**config.mk**
```make
export PLATFORM = sky130hd
export DESIGN_NAME = fadd_issue_ctrl_flat
export DESIGN_NICKNAME = d
export VERILOG_FILES = /design/src/rtl/fpu_pkg.sv /design/src/rtl/fadd_issue_ctrl_if.sv /design/src/rtl/fadd_result_fifo.sv /design/src/rtl/fadd_issue_ctrl.sv /design/src/flat_wrapper.sv
export SDC_FILE = /design/constraint.sdc
export NUM_CORES = 1
export LEC_CHECK = 0
export CORE_MARGIN = 8
export CORE_UTILIZATION = 35
export CTS_BUF_LIST = sky130_fd_sc_hd__clkbuf_8
export DETAILED_ROUTE_END_ITERATION = 6
export PLACE_DENSITY = 0.63
export RECOVER_POWER = 100
export SYNTH_ARGS = -nofsm -noshare
export SYNTH_HDL_FRONTEND = slang
export SYNTH_SLANG_ARGS = --single-unit
```
**constraint.sdc**
```tcl
create_clock -name clk -period 4.1 [get_ports clk]
set_clock_uncertainty 0.2 [all_clocks]
set_input_delay 1.025 -clock clk [delete_from_list [all_inputs] [get_ports clk]]
set_output_delay 1.025 -clock clk [all_outputs]
set_load 0.03 [all_outputs]
```
**src/rtl/fpu_pkg.sv**
```systemverilog
// Shared FPU types and constants.
// Used by the fadd issue controller and its result FIFO.
package fpu_pkg;

  localparam int FADD_LAT  = 2;
  localparam int RES_TAG_W = 5;

  typedef enum logic {
    FADD = 1'b0,
    FSUB = 1'b1
  } fadd_op_t;

  typedef struct packed {
    fadd_op_t              op;
    logic [31:0]           rs1;
    logic [31:0]           rs2;
    logic [RES_TAG_W-1:0]  tag;
  } fadd_req_t;

  typedef struct packed {
    logic [31:0]           y;
    logic                  ovf;
    logic [RES_TAG_W-1:0]  tag;
  } fadd_res_t;

  function automatic logic [31:0] neg_sign(
    input logic [31:0] v
  );
    return {~v[31], v[30:0]};
  endfunction

endpackage

```
**src/rtl/fadd_issue_ctrl_if.sv**
```systemverilog
// Dispatch, fadd and writeback signals of the fadd issue controller.
// slave is the controller side, master the environment side.
interface fadd_issue_ctrl_if #(
  parameter int TAG_W = fpu_pkg::RES_TAG_W
);
  logic             req_valid;
  logic             req_ready;
  logic             req_sub;
  logic [31:0]      req_rs1;
  logic [31:0]      req_rs2;
  logic [TAG_W-1:0] req_tag;
  logic [31:0]      fa_x1;
  logic [31:0]      fa_x2;
  logic             fa_enable_in;
  logic [31:0]      fa_y;
  logic             fa_ovf;
  logic             fa_enable_out;
  logic             res_valid;
  logic             res_ready;
  logic [31:0]      res_y;
  logic             res_ovf;
  logic [TAG_W-1:0] res_tag;

  modport slave (
    input  req_valid, req_sub, req_rs1,
    input  req_rs2, req_tag,
    input  fa_y, fa_ovf, fa_enable_out,
    input  res_ready,
    output req_ready,
    output fa_x1, fa_x2, fa_enable_in,
    output res_valid, res_y, res_ovf, res_tag
  );

  modport master (
    output req_valid, req_sub, req_rs1,
    output req_rs2, req_tag,
    output fa_y, fa_ovf, fa_enable_out,
    output res_ready,
    input  req_ready,
    input  fa_x1, fa_x2, fa_enable_in,
    input  res_valid, res_y, res_ovf, res_tag
  );
endinterface

```
**src/rtl/fadd_result_fifo.sv**
```systemverilog
// Show-ahead synchronous result FIFO with synchronous clear.
// Head is read from registers; empty head reads as zero.
module fadd_result_fifo
  import fpu_pkg::*;
#(
  parameter int  DEPTH = 4,
  parameter type T     = fadd_res_t
) (
  input  logic clk,
  input  logic rstn,
  input  logic clr,
  input  logic push,
  input  logic pop,
  input  T     wdata,
  output logic valid,
  output T     rdata
);

  localparam int PW = (DEPTH > 1) ? $clog2(DEPTH) : 1;
  localparam int CW = $clog2(DEPTH + 1);
  localparam logic [PW-1:0] LAST = PW'(DEPTH - 1);

  T              mem [DEPTH];
  logic [PW-1:0] wptr;
  logic [PW-1:0] rptr;
  logic [CW-1:0] cnt;
  logic          full;
  logic          do_push;
  logic          do_pop;

  assign valid   = (cnt != '0);
  assign full    = (cnt == CW'(DEPTH));
  assign do_pop  = pop & valid;
  assign do_push = push & (~full | do_pop);
  assign rdata   = valid ? mem[rptr] : T'('0);

  always_ff @(posedge clk) begin
    if (!rstn || clr) begin
      wptr <= '0;
      rptr <= '0;
      cnt  <= '0;
    end else begin
      if (do_push)
        wptr <= (wptr == LAST) ? '0 : wptr + 1'b1;
      if (do_pop)
        rptr <= (rptr == LAST) ? '0 : rptr + 1'b1;
      cnt <= cnt + CW'(do_push) - CW'(do_pop);
    end
  end

  always_ff @(posedge clk) begin
    if (do_push)
      mem[wptr] <= wdata;
  end

endmodule

```
**src/rtl/fadd_issue_ctrl.sv**
```systemverilog
// Issue/credit/tag tracking around the fixed-latency fadd pipe.
// Results are gathered into a credit-protected result FIFO.
module fadd_issue_ctrl
  import fpu_pkg::*;
#(
  parameter int TAG_W = RES_TAG_W,
  parameter int DEPTH = 4
) (
  input  logic clk,
  input  logic rstn,
  input  logic flush,
  fadd_issue_ctrl_if.slave bus
);

  localparam int NS = FADD_LAT + 1;
  localparam int CW = $clog2(DEPTH + 1);

  fadd_req_t        req;
  fadd_res_t        cap;
  fadd_res_t        head;
  logic [CW-1:0]    outs_q;
  logic [CW-1:0]    outs_d;
  logic [NS-1:0]    v_q;
  logic [NS-1:0]    k_q;
  logic [TAG_W-1:0] tag_q [NS];
  logic [31:0]      x1_q;
  logic [31:0]      x2_q;
  logic             en_q;
  logic             accept;
  logic             push;
  logic             drop;
  logic             pop;
  logic             head_valid;

  assign req = '{
    op:  fadd_op_t'(bus.req_sub),
    rs1: bus.req_rs1,
    rs2: bus.req_rs2,
    tag: bus.req_tag
  };

  assign bus.req_ready = rstn & ~flush
                       & (outs_q < CW'(DEPTH));
  assign accept = bus.req_valid & bus.req_ready;

  always_ff @(posedge clk) begin
    if (!rstn) begin
      x1_q <= '0;
      x2_q <= '0;
      en_q <= 1'b0;
    end else begin
      en_q <= accept;
      if (accept) begin
        x1_q <= req.rs1;
        x2_q <= (req.op == FSUB) ? neg_sign(req.rs2)
                                 : req.rs2;
      end
    end
  end

  // Kill marks every in-flight stage; invalid stages ignore it.
  always_ff @(posedge clk) begin
    if (!rstn) begin
      v_q <= '0;
      k_q <= '0;
    end else begin
      v_q <= {v_q[NS-2:0], accept};
      k_q <= {k_q[NS-2:0], 1'b0} | {NS{flush}};
    end
  end

  always_ff @(posedge clk) begin
    tag_q[0] <= req.tag;
    for (int i = 1; i < NS; i++)
      tag_q[i] <= tag_q[i-1];
  end

  assign push = v_q[NS-1] & ~k_q[NS-1]
              & bus.fa_enable_out & ~flush;
  assign drop = v_q[NS-1] & ~push;
  assign pop  = head_valid & bus.res_ready & ~flush;

  // On flush only entries still shifting through the pipe keep credit.
  always_comb begin
    outs_d = outs_q;
    if (flush)
      outs_d = CW'($countones(v_q[NS-2:0]));
    else
      outs_d = outs_q + CW'(accept)
             - CW'(pop) - CW'(drop);
  end

  always_ff @(posedge clk) begin
    if (!rstn)
      outs_q <= '0;
    else
      outs_q <= outs_d;
  end

  assign cap = '{
    y:   bus.fa_y,
    ovf: bus.fa_ovf,
    tag: tag_q[NS-1]
  };

  fadd_result_fifo #(
    .DEPTH (DEPTH),
    .T     (fadd_res_t)
  ) u_fifo (
    .clk   (clk),
    .rstn  (rstn),
    .clr   (flush),
    .push  (push),
    .pop   (pop),
    .wdata (cap),
    .valid (head_valid),
    .rdata (head)
  );

  assign bus.fa_x1        = x1_q;
  assign bus.fa_x2        = x2_q;
  assign bus.fa_enable_in = en_q;
  assign bus.res_valid    = head_valid;
  assign bus.res_y        = head.y;
  assign bus.res_ovf      = head.ovf;
  assign bus.res_tag      = head.tag;

endmodule

```
**src/flat_wrapper.sv**
```systemverilog
// flat-port wrapper written by rule: the top's interface ports become plain ports
module fadd_issue_ctrl_flat import fpu_pkg::*;
#(
  parameter int TAG_W = RES_TAG_W,
  parameter int DEPTH = 4
)
  (clk, rstn, flush, bus_req_valid, bus_req_sub, bus_req_rs1, bus_req_rs2, bus_req_tag, bus_fa_y, bus_fa_ovf, bus_fa_enable_out, bus_res_ready, bus_req_ready, bus_fa_x1, bus_fa_x2, bus_fa_enable_in, bus_res_valid, bus_res_y, bus_res_ovf, bus_res_tag);
  fadd_issue_ctrl_if #(.TAG_W(TAG_W)) bus_i ();
  input  logic clk;
  input  logic rstn;
  input  logic flush;
  input wire logic [$bits(bus_i.req_valid)-1:0] bus_req_valid;
  input wire logic [$bits(bus_i.req_sub)-1:0] bus_req_sub;
  input wire logic [$bits(bus_i.req_rs1)-1:0] bus_req_rs1;
  input wire logic [$bits(bus_i.req_rs2)-1:0] bus_req_rs2;
  input wire logic [$bits(bus_i.req_tag)-1:0] bus_req_tag;
  input wire logic [$bits(bus_i.fa_y)-1:0] bus_fa_y;
  input wire logic [$bits(bus_i.fa_ovf)-1:0] bus_fa_ovf;
  input wire logic [$bits(bus_i.fa_enable_out)-1:0] bus_fa_enable_out;
  input wire logic [$bits(bus_i.res_ready)-1:0] bus_res_ready;
  output wire logic [$bits(bus_i.req_ready)-1:0] bus_req_ready;
  output wire logic [$bits(bus_i.fa_x1)-1:0] bus_fa_x1;
  output wire logic [$bits(bus_i.fa_x2)-1:0] bus_fa_x2;
  output wire logic [$bits(bus_i.fa_enable_in)-1:0] bus_fa_enable_in;
  output wire logic [$bits(bus_i.res_valid)-1:0] bus_res_valid;
  output wire logic [$bits(bus_i.res_y)-1:0] bus_res_y;
  output wire logic [$bits(bus_i.res_ovf)-1:0] bus_res_ovf;
  output wire logic [$bits(bus_i.res_tag)-1:0] bus_res_tag;
  assign bus_i.req_valid = bus_req_valid;
  assign bus_i.req_sub = bus_req_sub;
  assign bus_i.req_rs1 = bus_req_rs1;
  assign bus_i.req_rs2 = bus_req_rs2;
  assign bus_i.req_tag = bus_req_tag;
  assign bus_i.fa_y = bus_fa_y;
  assign bus_i.fa_ovf = bus_fa_ovf;
  assign bus_i.fa_enable_out = bus_fa_enable_out;
  assign bus_i.res_ready = bus_res_ready;
  assign bus_req_ready = bus_i.req_ready;
  assign bus_fa_x1 = bus_i.fa_x1;
  assign bus_fa_x2 = bus_i.fa_x2;
  assign bus_fa_enable_in = bus_i.fa_enable_in;
  assign bus_res_valid = bus_i.res_valid;
  assign bus_res_y = bus_i.res_y;
  assign bus_res_ovf = bus_i.res_ovf;
  assign bus_res_tag = bus_i.res_tag;
  fadd_issue_ctrl #(.TAG_W(TAG_W), .DEPTH(DEPTH)) u_core (.clk(clk), .rstn(rstn), .flush(flush), .bus(bus_i));
endmodule
```
Fig. 1: run 1, pin placement
Pins as bars across the die edge, other pins in grey.
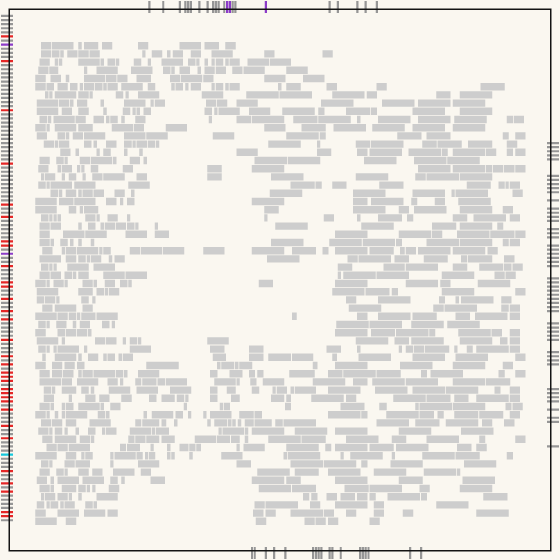
- `bus_req_tag`: purple (pins 5; direction input; edge 3 north, 2 west)
- `bus_req_rs1`: red (pins 32; direction input; edge west)
- `clk`: cyan (pins 1; direction input; edge west)

Fig. 2: run 1, routed clock nets over the placement
Scale bar: 50 um.
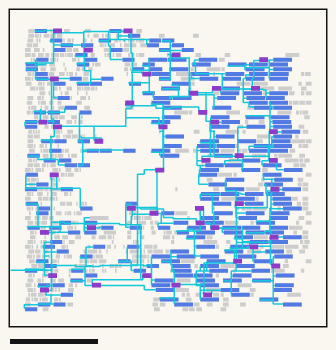
- flip-flops: blue (count 249)
- clock wires: cyan (length 3140 um)
- clock-net drivers: purple (count 42)
- flops lie: all over the die

==> flow_metrics.env, run 1 <==
# source this file to load flow results
export IMPL_layout_top_cell="edfxtp_1"
export IMPL_wl_per_cell_um=17.6
export IMPL_route_met2_wl_um=9310
export IMPL_setup_viol=0
export IMPL_reg2reg_slack_ns=1.32
export IMPL_p_clk_frac=0.401
export IMPL_nFillCells=2301
export IMPL_final_hold_violation_count=0
export IMPL_whs_path_depth=0
export IMPL_fin_ws_ns=0.224
export IMPL_chipWidth_um=179
export IMPL_tool_warnings=29
export IMPL_top_power_group="sequential cells"
export IMPL_place_congestion=0.740
export IMPL_dr_wl_met3_um=3150
export IMPL_drc=0
export IMPL_p_total_mw=4.96
export IMPL_largest_reg_flops=152
export IMPL_grt_overflow_total=0
export IMPL_min_to="u_core.tag_q[0][9]"
export IMPL_internal_power_mw=3.89
export IMPL_avgViaCountPerCell=4.61
export IMPL_first_global_vias=6121
export IMPL_drive_above_1_share=0.118
export IMPL_seq_area_frac_synth=0.699
export IMPL_period_used=0.945
export IMPL_area_growth_pct=34.6
export IMPL_cts_tree="yes"
export IMPL_ant_nets=0
export IMPL_utilization=0.480
export IMPL_initial_utilization=0.356
export IMPL_cts_setup_buffers=0
export IMPL_ys_cells=622
export IMPL_p_leak_nw=4.60
export IMPL_switching_share=0.215
export IMPL_fin_setup_tns_ns=0
export IMPL_dp_hpwl_um=14400
export IMPL_outcome="finished clean"
export IMPL_grt_max_degree=67
export IMPL_hp_class="flip-flop to flip-flop"
export IMPL_clk_pin_slew_ns=0.05
export IMPL_r2r_end="u_core.outs_q[2]"
export IMPL_nets=981
export IMPL_clockRootBuffer="clkbuf_8"
export IMPL_max_slew_margin_rel=0.134
export IMPL_regMostFlops="u_core.u_fifo.mem"
export IMPL_finalCriticalPeriod_ns=3.88
export IMPL_fin_area_um2=12500
export IMPL_cts_repair_resized=0
export IMPL_maxCapViolations=0
export IMPL_critical_path_class="flip-flop to output pin"
export IMPL_crit_end="bus_res_y[13]"
export IMPL_drt_iter0_drc=265
export IMPL_slew_viol_final=0
export IMPL_crit_path_start_kind="flip-flop"
export IMPL_synth_top_cell_by_area="edfxtp_1"
export IMPL_rsz0062_at_grt="false"
export IMPL_holdWs_ns=0.124
export IMPL_chip_area_um2=32100
export IMPL_drt_pass1_iter_count=4
export IMPL_p_clk_mw=1.99
export IMPL_ys_warn_count=0
export IMPL_dpl_instance_area_um2=11800
export IMPL_synth_distinct_cells=35
export IMPL_fp_nets=744
export IMPL_worstMarginPinSlew_ns=1.30
export IMPL_final_cells=1226
export IMPL_p_sw_mw=1.06
export IMPL_critPathArrivalTime_ns=2.65
Fig. 3: run 1, M3 wires
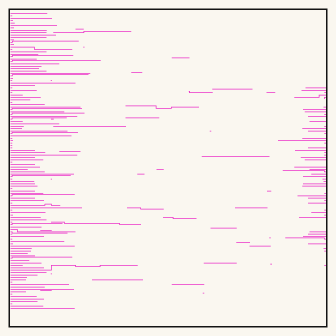
- wire length on this layer: 3150 um
- main direction: horizontal
- share of all routed wire: 15%
- nets with wire on the layer: 180

## run 1: layout make-up
class / instances / area [um2] / area share
Antenna cell: 1 / 2.50 / 0.000200
Inverter: 13 / 48.8 / 0.00389
Clock buffer: 45 / 619 / 0.0494
Tap cell: 335 / 419 / 0.0334
Multi-Input combinational cell: 325 / 2550 / 0.204
Timing Repair Buffer: 228 / 2240 / 0.178
Clock inverter: 30 / 144 / 0.0115
Sequential cell: 249 / 6510 / 0.519
## run 1: critical path: stages (launching register included)
cell,delay [ns]
dfxtp_4,0.50
buf_4,0.26
mux4_2,0.51
nor2b_1,0.15
dlygate4sd3_1,0.71
## run 1: per-layer routing
metal / global-route usage / up-vias
met3: 0.0874 / 41
met4: 0.0399 / 4
met1: 0.152 / 2673
met5: 0 / -
li1: - / 2707
met2: 0.209 / 222
## run 1: synth_stat cells, drive strengths merged
cell / number
clkbuf: 13
fa: 2
or3: 1
and2b: 3
a21boi: 64
o21a: 2
nand4b: 2
nand2: 128
o31ai: 3
a21oi: 1
mux2i: 3
or4b: 1
xnor2: 3
nand2b: 1
and3: 4
and2: 5
nor3: 2
edfxtp: 152
mux4: 38
inv: 13
nor2: 10
ha: 11
dfxtp: 97
and4bb: 2
xor2: 1
buf: 22
nor2b: 37
o211a: 1
## run 1: kinds of logic after synthesis
group           after synthesis  synth area share
buf+inv                      48            0.0259
flops                       249             0.699
mux                          41            0.0951
compound gates               71            0.0583
simple gates                196            0.0992
xor+xnor                      4           0.00376
fa+ha+maj                    13            0.0191
--- run 2 (diff from run 1) ---
--- a/config.mk
+++ b/config.mk
@@ -7,2 +7,3 @@
 export LEC_CHECK = 0
+export ABC_CLOCK_PERIOD_IN_PS = 4050
 export CORE_MARGIN = 8
==> constraint.sdc (replaced) <==
create_clock -name clk -period 4.05 [get_ports clk]
set_clock_uncertainty 0.2 [all_clocks]
set_input_delay 0.81 -clock clk [delete_from_list [all_inputs] [get_ports clk]]
set_output_delay 0.81 -clock clk [all_outputs]
set_load 0.03 [all_outputs]
==> flow_metrics.env, run 2 <==
# source this file to load flow results
export IMPL_outcome="finished clean"
export IMPL_drc=0
export IMPL_layout_top_cell="edfxtp_1"
export IMPL_drt_iter0_drc=196
export IMPL_switching_share=0.216
export IMPL_dr_wl_met3_um=2890
export IMPL_drive_above_1_share=0.126
export IMPL_avgViaCountPerCell=4.59
export IMPL_finalCriticalPeriod_ns=3.77
export IMPL_netlist_top_cells_count="edfxtp_1, nand2_1, dfxtp_1"
export IMPL_maxCapViolations=0
export IMPL_ff_type="edfxtp_1"
export IMPL_drt_pass1_iter_count=4
export IMPL_rsz0062_at_grt="false"
export IMPL_wl_per_cell_um=17.8
export IMPL_cts_repair_resized=0
export IMPL_largest_reg_flops=152
export IMPL_max_slew_margin_rel=0.136
export IMPL_period_used=0.931
export IMPL_crit_path_start_kind="flip-flop"
export IMPL_synth_edff_count=152
export IMPL_worstMarginPinSlew_ns=1.30
export IMPL_fin_ws_ns=0.279
export IMPL_internal_power_mw=4.04
export IMPL_place_congestion=0.742
export IMPL_critical_path_class="flip-flop to output pin"
export IMPL_use_met1=0.156
export IMPL_area_growth_pct=35.1
export IMPL_grt_overflow_total=0
export IMPL_regMostFlops="u_core.u_fifo.mem"
export IMPL_grt_max_degree=67
export IMPL_grt_use_met2=0.212
export IMPL_fp_nets=744
export IMPL_chip_area_um2=32100
export IMPL_tool_warnings=29
export IMPL_dp_hpwl_um=14400
export IMPL_utilization=0.482
export IMPL_critPathArrivalTime_ns=2.76
run 2: layout make-up:
cell class	count	area, um2
antenna	1	2.50
clock buffer	46	633
clock inverter	31	183
fill	2380	13500
inverter	13	48.8
multi-input combinational	325	2570
sequential	249	6510
tap	335	419
timing repair buffer	227	2220
run 2: critical path, cell delays in order, from the launching register on:
cell and delay [ns]:
dfxtp_2 0.47, buf_12 0.32, mux4_2 0.53, nor2b_1 0.16, dlygate4sd3_1 0.74
run 2: cell families after synthesis:
logic type,Yosys count,share of synthesized area
AOI/OAI and AO/OA,71,0.0583
adders and majority gates,13,0.0191
buffers and inverters,48,0.0259
DFF,249,0.699
xor gates and xnor gates,4,0.00376
muxes,41,0.0951
and+or+nand+nor,196,0.0992
run 2: through the flow:
stage,area [um2],cells,power (mW)
3_5_place_dp,11800,1149,3.08
3_3_place_gp,11800,1149,3.08
2_1_floorplan,9310,622,2.90
6_report,12600,1227,5.15
4_1_cts,12600,1226,5.25
5_1_grt,12600,1226,5.37
run 2: power by group through the flow:
stage               clock, mW  combinational (mW)  sequential [mW]
floorplan                   0              0.0667             2.83
finish                   2.14               0.274             2.73
global placement            0               0.293             2.79
CTS                      2.22               0.295             2.74
global route             2.34               0.297             2.74
detailed placement          0               0.293             2.79
run 2: worst paths after layout:
| path | to | cells past startpoint | startpoint |
|---|---|---|---|
| worst max-delay path | bus_res_y[7] | 4 | flip-flop |
| worst min-delay path | u_core.tag_q[0][14] | 0 | u_core.tag_q[0][9] |
| worst min register to register | u_core.tag_q[0][14] | 0 | u_core.tag_q[0][9] |
| worst max register to register | u_core.outs_q[2] | 9 | u_core.u_fifo.cnt[1] |
Fig. 4: run 2, pin placement
Pins as bars across the die edge, other pins in grey.
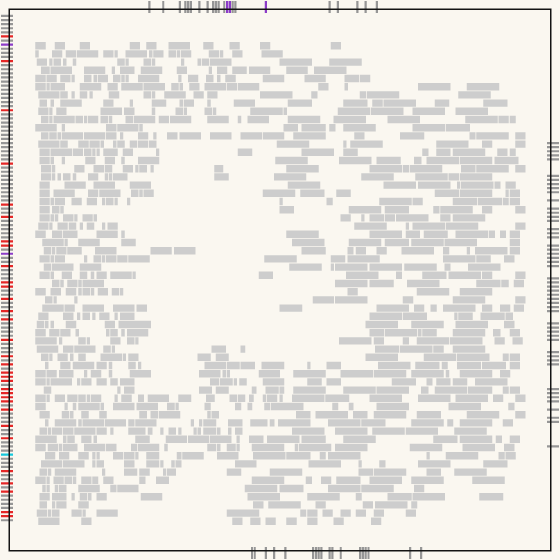
- `bus_req_tag`: purple (pins 5; direction input; edge 3 north, 2 west)
- `clk`: cyan (pins 1; direction input; edge west)
- `bus_req_rs1`: red (pins 32; direction input; edge west)
- all pins by edge: 124 west, 50 east, 22 north, 18 south

Power figures rest on the tool's default switching activity, not on a simulated workload.
